### src/rtl/conv_layer_ctrl_if.sv
// Signal bundle between the convolution layer controller and its
// environment: input sample stream, memory/ROM addressing, accumulator
// strobes and output stream handshake.
interface conv_layer_ctrl_if #(
    parameter int N  = 64,
    parameter int M  = 9,
    parameter int AX = $clog2(N),
    parameter int AW = $clog2(M)
) ();

    logic          x_valid;
    logic          x_ready;
    logic          wr_en_x;
    logic [AX-1:0] addr_x;
    logic [AW-1:0] addr_w;
    logic          clear_acc;
    logic          en_acc;
    logic          y_valid;
    logic          y_ready;
    logic          layer_done;

    // Controller side: drives addresses, strobes and handshake outputs.
    modport master (
        input  x_valid,
        input  y_ready,
        output x_ready,
        output wr_en_x,
        output addr_x,
        output addr_w,
        output clear_acc,
        output en_acc,
        output y_valid,
        output layer_done
    );

    // Environment side: upstream source, downstream sink and datapath.
    modport slave (
        output x_valid,
        output y_ready,
        input  x_ready,
        input  wr_en_x,
        input  addr_x,
        input  addr_w,
        input  clear_acc,
        input  en_acc,
        input  y_valid,
        input  layer_done
    );

endinterface

### src/rtl/conv_layer_ctrl.sv
// Sequencer for one 1-D convolution layer: loads N samples into the input
// memory, then walks the MAC datapath through N-M+1 dot products of M taps
// each, presenting every finished accumulator value on a valid/ready stream.
module conv_layer_ctrl #(
    parameter int N  = 64,
    parameter int M  = 9,
    parameter int AX = $clog2(N),
    parameter int AW = $clog2(M)
) (
    input  logic              clk,
    input  logic              reset,
    conv_layer_ctrl_if.master bus
);

    typedef enum logic [1:0] {
        S_LOAD    = 2'd0,
        S_COMPUTE = 2'd1,
        S_OUTPUT  = 2'd2
    } state_t;

    localparam logic [AX-1:0] LD_LAST = AX'(N - 1);
    localparam logic [AX-1:0] K_LAST  = AX'(N - M);
    localparam logic [AW-1:0] T_LAST  = AW'(M - 1);

    state_t        state_q, state_d;
    logic [AX-1:0] ld_q, ld_d;
    logic [AX-1:0] k_q, k_d;
    logic [AW-1:0] t_q, t_d;
    // Last issued read addresses, so the memories see stable addresses
    // while a result waits for the downstream handshake.
    logic [AX-1:0] ax_hold_q, ax_hold_d;
    logic [AW-1:0] aw_hold_q, aw_hold_d;
    // Read-issue flag delayed by the memory latency; it is the accumulate enable.
    logic          rd_v_q, rd_v_d;
    logic          rd_clr_q, rd_clr_d;
    logic          y_valid_q, y_valid_d;
    logic          done_q, done_d;

    logic          accept;
    logic [AX-1:0] issue_addr;

    assign accept     = (state_q == S_LOAD) && bus.x_valid;
    assign issue_addr = k_q + AX'(t_q);

    assign bus.x_ready    = (state_q == S_LOAD);
    assign bus.wr_en_x    = accept;
    assign bus.en_acc     = rd_v_q;
    assign bus.clear_acc  = rd_clr_q;
    assign bus.y_valid    = y_valid_q;
    assign bus.layer_done = done_q;

    // Address mux: write pointer in LOAD, k+t read in COMPUTE, frozen otherwise.
    always_comb begin
        bus.addr_x = ax_hold_q;
        bus.addr_w = aw_hold_q;
        case (state_q)
            S_LOAD: begin
                bus.addr_x = ld_q;
            end
            S_COMPUTE: begin
                bus.addr_x = issue_addr;
                bus.addr_w = t_q;
            end
            default: begin
                bus.addr_x = ax_hold_q;
                bus.addr_w = aw_hold_q;
            end
        endcase
    end

    // Next-state, counter and registered-strobe logic.
    always_comb begin
        state_d   = state_q;
        ld_d      = ld_q;
        k_d       = k_q;
        t_d       = t_q;
        ax_hold_d = ax_hold_q;
        aw_hold_d = aw_hold_q;
        rd_v_d    = 1'b0;
        rd_clr_d  = 1'b0;
        y_valid_d = 1'b0;
        done_d    = 1'b0;
        case (state_q)
            S_LOAD: begin
                if (accept) begin
                    if (ld_q == LD_LAST) begin
                        ld_d    = '0;
                        k_d     = '0;
                        t_d     = '0;
                        state_d = S_COMPUTE;
                    end else begin
                        ld_d = ld_q + AX'(1);
                    end
                end
            end
            S_COMPUTE: begin
                rd_v_d    = 1'b1;
                rd_clr_d  = (t_q == '0);
                ax_hold_d = issue_addr;
                aw_hold_d = t_q;
                if (t_q == T_LAST) begin
                    t_d     = '0;
                    state_d = S_OUTPUT;
                end else begin
                    t_d = t_q + AW'(1);
                end
            end
            S_OUTPUT: begin
                // First OUTPUT cycle carries the last accumulate; valid rises
                // after it and holds until the handshake.
                y_valid_d = 1'b1;
                if (y_valid_q && bus.y_ready) begin
                    y_valid_d = 1'b0;
                    if (k_q < K_LAST) begin
                        k_d     = k_q + AX'(1);
                        state_d = S_COMPUTE;
                    end else begin
                        k_d     = '0;
                        done_d  = 1'b1;
                        state_d = S_LOAD;
                    end
                end
            end
            default: begin
                state_d = S_LOAD;
            end
        endcase
    end

    // State and counter registers; reset returns to LOAD and kills any
    // in-flight accumulate enable.
    always_ff @(posedge clk or posedge reset) begin
        if (reset) begin
            state_q   <= S_LOAD;
            ld_q      <= '0;
            k_q       <= '0;
            t_q       <= '0;
            ax_hold_q <= '0;
            aw_hold_q <= '0;
            rd_v_q    <= 1'b0;
            rd_clr_q  <= 1'b0;
            y_valid_q <= 1'b0;
            done_q    <= 1'b0;
        end else begin
            state_q   <= state_d;
            ld_q      <= ld_d;
            k_q       <= k_d;
            t_q       <= t_d;
            ax_hold_q <= ax_hold_d;
            aw_hold_q <= aw_hold_d;
            rd_v_q    <= rd_v_d;
            rd_clr_q  <= rd_clr_d;
            y_valid_q <= y_valid_d;
            done_q    <= done_d;
        end
    end

endmodule

### src/flat_wrapper.sv
// flat-port wrapper written by rule: the top's interface ports become plain ports
module conv_layer_ctrl_flat 
#(
    parameter int N  = 64,
    parameter int M  = 9,
    parameter int AX = $clog2(N),
    parameter int AW = $clog2(M)
)
  (clk, reset, bus_x_valid, bus_y_ready, bus_x_ready, bus_wr_en_x, bus_addr_x, bus_addr_w, bus_clear_acc, bus_en_acc, bus_y_valid, bus_layer_done);
  conv_layer_ctrl_if #(.N(N), .M(M), .AX(AX), .AW(AW)) bus_i ();
  input  logic clk;
  input  logic reset;
  input wire logic [$bits(bus_i.x_valid)-1:0] bus_x_valid;
  input wire logic [$bits(bus_i.y_ready)-1:0] bus_y_ready;
  output wire logic [$bits(bus_i.x_ready)-1:0] bus_x_ready;
  output wire logic [$bits(bus_i.wr_en_x)-1:0] bus_wr_en_x;
  output wire logic [$bits(bus_i.addr_x)-1:0] bus_addr_x;
  output wire logic [$bits(bus_i.addr_w)-1:0] bus_addr_w;
  output wire logic [$bits(bus_i.clear_acc)-1:0] bus_clear_acc;
  output wire logic [$bits(bus_i.en_acc)-1:0] bus_en_acc;
  output wire logic [$bits(bus_i.y_valid)-1:0] bus_y_valid;
  output wire logic [$bits(bus_i.layer_done)-1:0] bus_layer_done;
  assign bus_i.x_valid = bus_x_valid;
  assign bus_i.y_ready = bus_y_ready;
  assign bus_x_ready = bus_i.x_ready;
  assign bus_wr_en_x = bus_i.wr_en_x;
  assign bus_addr_x = bus_i.addr_x;
  assign bus_addr_w = bus_i.addr_w;
  assign bus_clear_acc = bus_i.clear_acc;
  assign bus_en_acc = bus_i.en_acc;
  assign bus_y_valid = bus_i.y_valid;
  assign bus_layer_done = bus_i.layer_done;
  conv_layer_ctrl #(.N(N), .M(M), .AX(AX), .AW(AW)) u_core (.clk(clk), .reset(reset), .bus(bus_i));
endmodule
### config.mk
export PLATFORM = sky130hd
export DESIGN_NAME = conv_layer_ctrl_flat
export DESIGN_NICKNAME = d
export VERILOG_FILES = /design/src/rtl/conv_layer_ctrl_if.sv /design/src/rtl/conv_layer_ctrl.sv /design/src/flat_wrapper.sv
export SDC_FILE = /design/constraint.sdc
export NUM_CORES = 1
export LEC_CHECK = 0
export ABC_AREA = 1
export CORE_UTILIZATION = 39
export CTS_CLUSTER_DIAMETER = 100
export DETAILED_ROUTE_END_ITERATION = 8
export MAX_ROUTING_LAYER = met4
export SYNTH_ARGS = -nofsm -noshare
export SYNTH_HDL_FRONTEND = slang
export SYNTH_SLANG_ARGS = --single-unit
### constraint.sdc
create_clock -name clk -period 1.9 [get_ports clk]
set_input_delay 0.38 -clock clk [delete_from_list [all_inputs] [get_ports clk]]
set_output_delay 0.38 -clock clk [all_outputs]
set_load 0.01 [all_outputs]
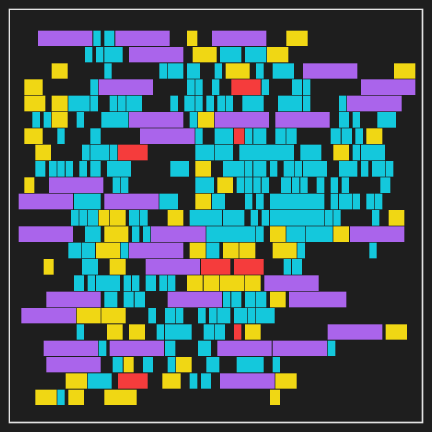
class_map.png
(6 px per um)
- clock drivers and dummy loads: red (cells 7; share of their area 3.2%)
- remaining buffers and delay cells: yellow (cells 54; share of their area 19%)
- remaining logic cells: cyan (cells 180; share of their area 44%)
- registers: purple (cells 32; share of their area 34%)

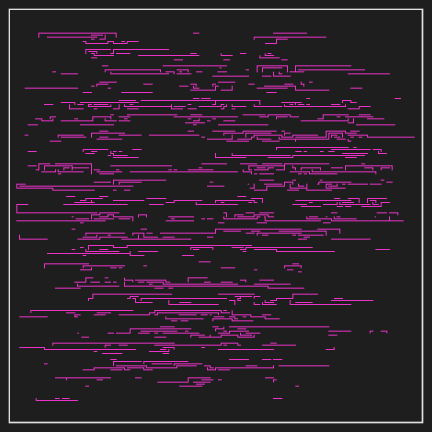
m1.png
(6 px per um)
- wire length on this layer: 1,990 um
- longest straight run: 23.9 um
- share of all routed wire: 46%

==> impl_metrics.json <==
{
  "status": "finished with violations",
  "critPathMaxStageDelay_ps": 390,
  "layout-drive-gt1-share_pct": 31.50,
  "top_area_cell": "dfrtp_1",
  "comb-cell-share_pct": 39.97,
  "reg_top3": "u_core.ax_hold_q x6, u_core.k_q x6, u_core.ld_q x6",
  "cts_tree": "done",
  "cp_num_cells": 8,
  "synth.top_cells.by_count": "nand2_1, dfrtp_1, nor2_1",
  "crit_start": "u_core.k_q[0]",
  "crit_slowest_cell": "dfrtp_1",
  "rr_worst_depth": 11,
  "synthTopCellsByArea": "dfrtp_1, nand2_1, nand3_1, nor2_1, ha_1",
  "crit_end": "bus_addr_x[2]",
  "fp_util_pct": 41.79,
  "drtAntennaViolNets": 0,
  "first_iter_violations": 72,
  "layout_setup_ws_ps": -354.7,
  "grt_busiest_layer": "met2",
  "required_ps": 1520,
  "setup_violations": 5,
  "tightestPinTransition_ps": 415.1,
  "fin_util_pct": 59.15,
  "fillCellCount": 384,
  "cp_top_family": "adder cells",
  "syn-instance-count": 215,
  "dpl-instance-area_mm2": 0.002185,
  "violations": "negative setup slack",
  "cts_root_buffer": "clkbuf_8",
  "core_mm2": 0.004144,
  "worst-path-max-fanout": 2
}
power groups by stage:
stage / Clock, W / Combinational (W) / Sequential [W]
after floorplan: 0 / 0.000981 / 0.00112
after global placement: 0 / 0.00200 / 0.00109
after detailed placement: 0 / 0.00201 / 0.00110
after CTS: 0.000505 / 0.00204 / 0.00109
after global routing: 0.000545 / 0.00248 / 0.00114
final: 0.000496 / 0.00223 / 0.00111
worst min-delay path: cells and delay by family:
kind / cells / cell delay (ps)
buffers and inverters: 3 / 800
kinds of logic (layout without fill, tap and decap cells):
group                      count (synthesis)  count (layout)  synth area share, %
xor gates and xnor gates                   6               6                3.035
and+or+nand+nor                          120             120                30.64
buffers and inverters                     23              81                5.347
adders and majority gates                  9               9                6.937
DFF                                       32              32                46.24
AOI/OAI and AO/OA                         25              25                7.803
Power is estimated from default activity; no workload was simulated.
